Figure 1. Gate families picked out (run 1).
Drawn at 2 px/um.
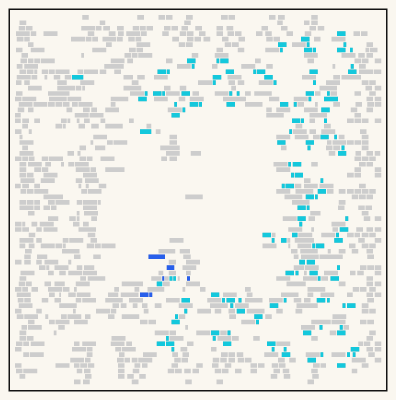
Figure 2. Wires at chosen ports, followed through buffers (run 1).
Drawn at 2 px/um.
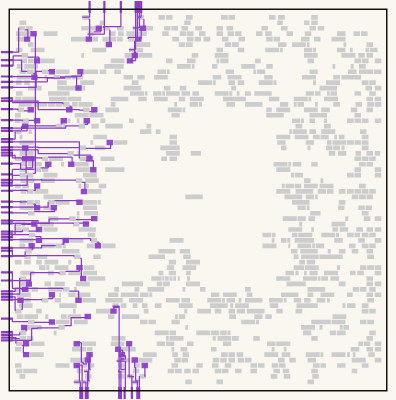
Figure 3. Clock wiring as the flow saved it (run 1).
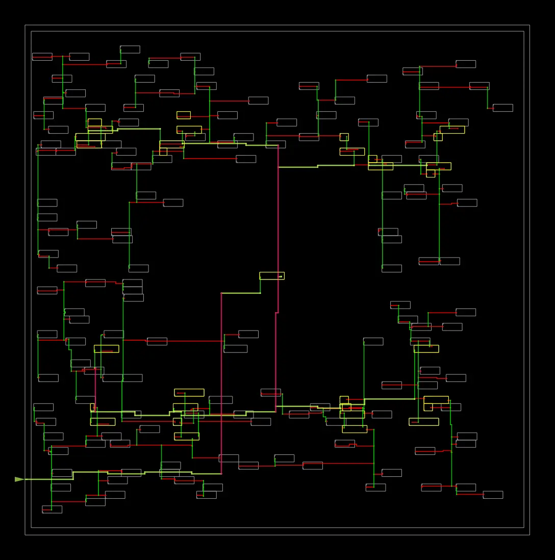
Figure 4. Sequential cells coloured by netlist name (run 1).
Drawn at 2 px/um. Other sequential cells in the stronger grey, the rest of the logic in the fainter grey.
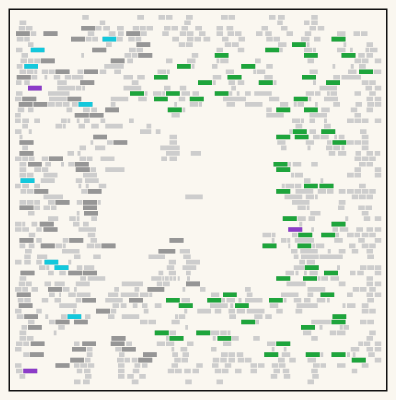
<file path="src/rtl/mem_arbiter.sv">
// Two-into-one memory bus arbiter: IF fetch vs MEM data, registered downstream request,
// split address/data handshake. Define MEM_ARB_RR_EN for round-robin tie-breaking.
module mem_arbiter (
    input  logic        clk,
    input  logic        rst,
    input  logic        i_valid,
    input  logic [63:0] i_addr,
    output logic        i_addr_ok,
    output logic        i_data_ok,
    input  logic        d_valid,
    input  logic [63:0] d_addr,
    input  logic [2:0]  d_size,
    input  logic [7:0]  d_strobe,
    input  logic [63:0] d_wdata,
    output logic        d_addr_ok,
    output logic        d_data_ok,
    output logic [63:0] rdata,
    output logic        m_valid,
    output logic [63:0] m_addr,
    output logic [2:0]  m_size,
    output logic [7:0]  m_strobe,
    output logic [63:0] m_wdata,
    input  logic        m_addr_ok,
    input  logic        m_data_ok,
    input  logic [63:0] m_rdata,
    output logic        grant_d,
    output logic        busy
);

    typedef enum logic [1:0] {IDLE, REQ, RESP} state_t;

    state_t      state_q, state_d;
    logic        m_valid_q, m_valid_d;
    logic [63:0] m_addr_q, m_addr_d;
    logic [2:0]  m_size_q, m_size_d;
    logic [7:0]  m_strobe_q, m_strobe_d;
    logic [63:0] m_wdata_q, m_wdata_d;
    logic        i_addr_ok_q, i_addr_ok_d;
    logic        d_addr_ok_q, d_addr_ok_d;
    logic        grant_d_q, grant_d_d;
    logic        pick_d;
    logic        done;

`ifdef MEM_ARB_RR_EN
    // 1 = data won the most recent grant; reset means "last = fetch" so the first tie goes to data
    logic        rr_last_d_q, rr_last_d_d;

    always_comb begin
        pick_d      = d_valid && (!i_valid || !rr_last_d_q);
        rr_last_d_d = rr_last_d_q;
        if (state_q == IDLE && (i_valid || d_valid))
            rr_last_d_d = pick_d;
    end

    always_ff @(posedge clk) begin
        if (rst) rr_last_d_q <= 1'b0;
        else     rr_last_d_q <= rr_last_d_d;
    end
`else
    always_comb pick_d = d_valid;
`endif

    // Response completes either straight out of REQ (address and data in one cycle) or from RESP
    assign done = (state_q == REQ && m_addr_ok && m_data_ok) || (state_q == RESP && m_data_ok);

    always_comb begin
        state_d     = state_q;
        m_valid_d   = m_valid_q;
        m_addr_d    = m_addr_q;
        m_size_d    = m_size_q;
        m_strobe_d  = m_strobe_q;
        m_wdata_d   = m_wdata_q;
        grant_d_d   = grant_d_q;
        i_addr_ok_d = 1'b0;
        d_addr_ok_d = 1'b0;
        case (state_q)
            IDLE: begin
                if (i_valid || d_valid) begin
                    state_d     = REQ;
                    m_valid_d   = 1'b1;
                    grant_d_d   = pick_d;
                    i_addr_ok_d = !pick_d;
                    d_addr_ok_d = pick_d;
                    if (pick_d) begin
                        m_addr_d   = d_addr;
                        m_size_d   = d_size;
                        m_strobe_d = d_strobe;
                        m_wdata_d  = d_wdata;
                    end else begin
                        m_addr_d   = i_addr;
                        m_size_d   = 3'b010;
                        m_strobe_d = 8'h00;
                        m_wdata_d  = 64'h0;
                    end
                end
            end
            REQ: begin
                if (m_addr_ok) begin
                    m_valid_d = 1'b0;
                    state_d   = m_data_ok ? IDLE : RESP;
                end
            end
            RESP: begin
                if (m_data_ok) state_d = IDLE;
            end
            default: state_d = IDLE;
        endcase
    end

    always_ff @(posedge clk) begin
        if (rst) begin
            state_q     <= IDLE;
            m_valid_q   <= 1'b0;
            m_addr_q    <= 64'h0;
            m_size_q    <= 3'b000;
            m_strobe_q  <= 8'h00;
            m_wdata_q   <= 64'h0;
            i_addr_ok_q <= 1'b0;
            d_addr_ok_q <= 1'b0;
            grant_d_q   <= 1'b0;
        end else begin
            state_q     <= state_d;
            m_valid_q   <= m_valid_d;
            m_addr_q    <= m_addr_d;
            m_size_q    <= m_size_d;
            m_strobe_q  <= m_strobe_d;
            m_wdata_q   <= m_wdata_d;
            i_addr_ok_q <= i_addr_ok_d;
            d_addr_ok_q <= d_addr_ok_d;
            grant_d_q   <= grant_d_d;
        end
    end

    assign m_valid   = m_valid_q;
    assign m_addr    = m_addr_q;
    assign m_size    = m_size_q;
    assign m_strobe  = m_strobe_q;
    assign m_wdata   = m_wdata_q;
    assign i_addr_ok = i_addr_ok_q;
    assign d_addr_ok = d_addr_ok_q;
    assign grant_d   = grant_d_q;
    assign busy      = (state_q != IDLE);
    assign i_data_ok = done && !grant_d_q;
    assign d_data_ok = done && grant_d_q;
    assign rdata     = m_rdata;

endmodule

</file>
<file path="config.mk">
export PLATFORM = sky130hd
export DESIGN_NAME = mem_arbiter
export DESIGN_NICKNAME = d
export VERILOG_FILES = /design/src/rtl/mem_arbiter.sv
export SDC_FILE = /design/constraint.sdc
export NUM_CORES = 1
export LEC_CHECK = 0
export CORE_AREA = 2 2 186 188
export CTS_CLUSTER_DIAMETER = 30
export CTS_CLUSTER_SIZE = 8
export DETAILED_ROUTE_END_ITERATION = 6
export DIE_AREA = 0 0 188 190
export GPL_TIMING_DRIVEN = 0
export PLACE_DENSITY_LB_ADDON = 0.05
export REMOVE_ABC_BUFFERS = 1
export SYNTH_ARGS = -nofsm -noshare
export SYNTH_HDL_FRONTEND = slang
export SYNTH_SLANG_ARGS = --single-unit
</file>
<file path="constraint.sdc">
create_clock -name clk -period 1.6 [get_ports clk]
set_clock_uncertainty 0.05 [all_clocks]
set_input_delay 0.32 -clock clk [delete_from_list [all_inputs] [get_ports clk]]
set_output_delay 0.32 -clock clk [all_outputs]
set_load 0.03 [all_outputs]
</file>
==> run summary, run 1 <==
Tap cell count - 455
Number of standard cells reported by yosys - 550
Remaining DRCs - 0
Seq/Total Area, Yosys - 46.6%
Data required time of the critical path - 1.23 ns
Final cycle utilization of the critical path - 119%
Placement row count - 68
Cell type taking the most area - non-clock buffers
Final RePlAce weighted congestion - 0.783
Most numerous cell in the Yosys netlist - sky130_fd_sc_hd__dfxtp_1
Die Wd - 188 um
Number of failing hold endpoints at the final stage - 0
Cells after Synth - 550
Multi-input combinational cell area - 2630 um^2
Launch point of the critical path - m_addr_ok
Sequence of cells on the critical path - clkdlybuf4s50_1 > nand2_2 > mux2_4 > and3b_1 > buf_6
# setup viols final - 52
Initial Util - 18.3%
Combined global-route utilization of all metal layers - 16.9%
Largest fanout of any net on the critical path - 3
Nets - 1145
Initial DRT Pass Iterations - 4
Global-route congestion overflow total - 0
Signal buffers share of area - 40.0%
Fill cells - 3409
Area inside the core boundary - 33900 um^2
Top logic family - AND-OR/OR-AND gates
Share of post-route cells with drive strength above 1 - 24.6%
HP Class - primary input to flop
AND/OR/NAND/NOR Cells, Area Fraction - 1.23%
Run status - finished, violations left
Smallest hold slack - 0.313 ns
Fraction of synthesis flops using an asynchronous set or reset pin - 0%
Met3 Wirelength - 5240 um
Final cell count without fillers - 1340
Violations in the final reports - negative setup slack
Number of warnings the tools reported - 27
Setup tns final - -2.01 ns
CTS max path bufs - 2
Cells after DPL - 1252
Minimum setup slack in the final design - -0.301 ns
Worst Setup Path Type - primary input to primary output
Remaining max-slew budget at the tightest pin - 64.5%
Period minus WS final - 1.90 ns
Max rail drop VDD - 0.000890 V
## Picture notes: Figure 1
colour	family	cells	most used
cyan	inverting AOI/OAI gates	135	a21oi_1
blue	NOR gates	6	nor3_1

## Picture notes: Figure 2
colour	port	bits	direction	edge	end cells	buffers	wire
purple	`d_wdata`	64	input	47 left, 10 bottom, 7 top	64	64	1630 um
Buffers on Ports: 354
count of boundary I/O pins: 483

## Picture notes: Figure 3
count of clock buffers in the final design: 20
number of sinks on the clock net: 145
power of the clock network: 0.00434 W

## Picture notes: Figure 4
colour	signal	placed flops
purple	`m_size`	3
cyan	`m_strobe`	8
green	`m_addr`	64
not coloured	70
final standard cell utilization of the core: 33.1%
fraction of standard cell area that is sequential: 25.9%
power attributed to sequential cells: 0.00408 W

[run 1: report_power, final]
group          internal [W]  total, W  switching, W
Combinational       0.00157   0.00324       0.00167
Sequential          0.00392   0.00408      0.000160
Clock               0.00257   0.00434       0.00176
[run 1: worst max-delay path, delay by kind of cell]
kind                   cells  cell delay [ns]
buffers and inverters      2             0.63
muxes                      1             0.29
and+or+nand+nor            2             0.30
[run 1: sequential cells by signal (all words and copies together) (netlist names)]
name,flops
m_addr,64
m_wdata,64
m_strobe,8
m_size,3
state_q,2
d_addr_ok,1
grant_d,1
i_addr_ok,1
m_valid,1
[run 1: repair_timing]
item	CTS	global route
pin swaps	48	46
gates cloned	12	15
endpoints found under the setup margin	290	231
hold buffers	0	0
setup buffers	27	10
gates resized	256	127
Figure 5. Placement density heat map (run 1).
Drawn at 1.5 px/um. 19 x 19 tiles, from dark purple (low) to yellow (high), 0 to 100% covered.
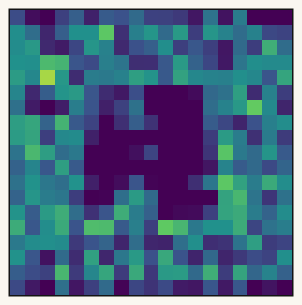

==> run 1 -> run 2 <==
--- a/config.mk
+++ b/config.mk
@@ -5,11 +5,12 @@
 export SDC_FILE = /design/constraint.sdc
 export NUM_CORES = 1
 export LEC_CHECK = 0
-export CORE_AREA = 2 2 186 188
+export ABC_AREA = 1
+export CORE_AREA = 2 2 187 189
 export CTS_CLUSTER_DIAMETER = 30
 export CTS_CLUSTER_SIZE = 8
 export DETAILED_ROUTE_END_ITERATION = 6
-export DIE_AREA = 0 0 188 190
+export DIE_AREA = 0 0 189 191
 export GPL_TIMING_DRIVEN = 0
 export PLACE_DENSITY_LB_ADDON = 0.05
 export REMOVE_ABC_BUFFERS = 1
Figure 6. Placement density heat map (run 2).
Drawn at 1.5 px/um. 19 x 19 tiles, from dark purple (low) to yellow (high), 0 to 100% covered.
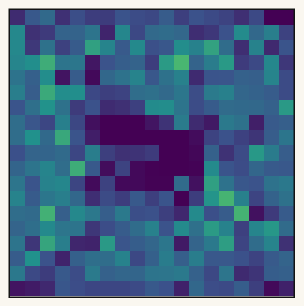
mean over tiles	28%
fullest tile	66%
emptiest ninth of the die	centre
nearly empty tiles	5.8%
area inside the core boundary: 34100 um^2
final standard cell utilization of the core: 31.8%
Initial Util: 19.6%

Figure 7. Clock wiring as the flow saved it (run 2).
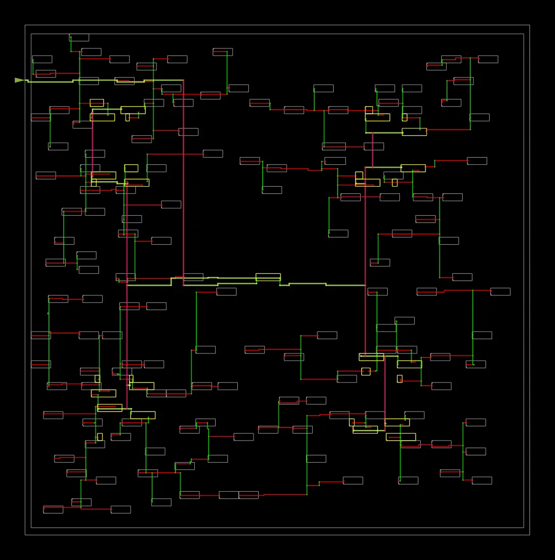
power of the clock network: 0.00387 W
insertion delay of the later-clocked pin in the worst-skew pair: 0.43 ns
number of CTS-inserted buffers: 17
final sequential cell count: 145

==> run summary, run 2 <==
Run status - finished, violations left
Violations in the final reports - negative setup slack
Multi-input combinational cell area - 2850 um^2
Minimum setup slack in the final design - -0.0771 ns
Max rail drop VDD - 0.000664 V
Number of standard cells reported by yosys - 1038
Fraction of standard cell area that is sequential - 26.8%
Cells after Synth - 1038
Proportion of power drawn by combinational gates - 27.6%
Met3 Wirelength - 4680 um
Number of failing hold endpoints at the final stage - 0
Maximum number of pins on one net before global-route repair - 67
Tap cell count - 455
Die Wd - 189 um
Switching component of the power - 0.00367 W
# setup viols final - 2
Fraction of synthesis flops using an asynchronous set or reset pin - 0%
Nets - 1584
Leading cell type in the layout, fill and taps excluded - sky130_fd_sc_hd__nand2_1
Crit start category - flop
Buffers on Ports - 354
CTS Hold Buffers Added - 0
Clock group share of total power - 35.1%
Setup tns final - -0.151 ns
Cells after DPL - 1727
Internal power of the cells - 0.00736 W
Combinational-cell power consumption - 0.00305 W
Count of cells resized by post-cts repair - 228
Sum of internal, switching and leakage power - 0.0110 W
Final cell count without fillers - 1779
Slew @ Worst Pin - 0.381 ns
Count of boundary I/O pins - 483
Signal buffers share of area - 33.1%
HP Class - primary input to flop
Reg power frac - 37.2%
CTS max path bufs - 2
Cell type taking the most area - non-clock buffers
Share of post-route cells with drive strength above 1 - 7.78%
Placement row count - 68
Final cycle utilization of the critical path - 105%
Period minus WS final - 1.68 ns
AND/OR/NAND/NOR Cells, Area Fraction - 40.5%
Remaining max-slew budget at the tightest pin - 74.7%
Top logic family - simple AND/OR/NAND/NOR gates
Initial DRT Pass Iterations - 5
Fill cells - 3738
Smallest hold slack - 0.323 ns
Worst Setup Path Type - flop to primary output
Number of max-cap violations - 0
Final RePlAce weighted congestion - 0.713
Seq/Total Area, Yosys - 43.3%
Post-CTS Setup Bufs - 4
Number of sinks on the clock net - 145
Largest fanout of any net on the critical path - 4
Number of warnings the tools reported - 27
Remaining DRCs - 0
Most numerous cell in the Yosys netlist - sky130_fd_sc_hd__nand2_1
Combined global-route utilization of all metal layers - 17.8%
Data required time of the critical path - 1.23 ns
FF-to-FF path depth - 7
Met2 Routed Length - 12800 um
Switching Fraction - 33.3%
Fraction of area in multi-input gates - 26.3%
Figure 8. Wires at chosen ports, followed through buffers (run 2).
Drawn at 2 px/um.
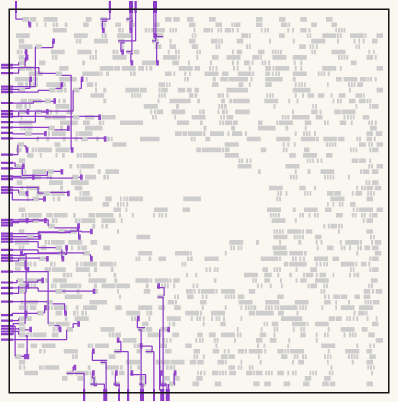
colour	port	bits	direction	edge	end cells	buffers	wire
purple	`d_wdata`	64	input	45 left, 12 bottom, 7 top	64	64	1550 um

==> run 2: final timing paths <==
path	from	to
hold / removal	rst	state_q[0]$_SDFFE_PP0P_
setup / recovery	state_q[0]$_SDFFE_PP0P_	d_data_ok
hold reg to reg	m_wdata[3]$_SDFFE_PP0P_	m_wdata[3]$_SDFFE_PP0P_
setup reg to reg	state_q[1]$_SDFFE_PP0P_	m_addr[43]$_SDFFE_PP0P_
==> run 2: worst max-delay path, stage by stage (launching register included) <==
cell and delay (ns):
sky130_fd_sc_hd__dfxtp_4 0.36, sky130_fd_sc_hd__nor2_2 0.11, sky130_fd_sc_hd__nand2_1 0.08, sky130_fd_sc_hd__a21boi_1 0.14
sky130_fd_sc_hd__buf_4 0.18
Power figures rest on the tool's default switching activity, not on a simulated workload.
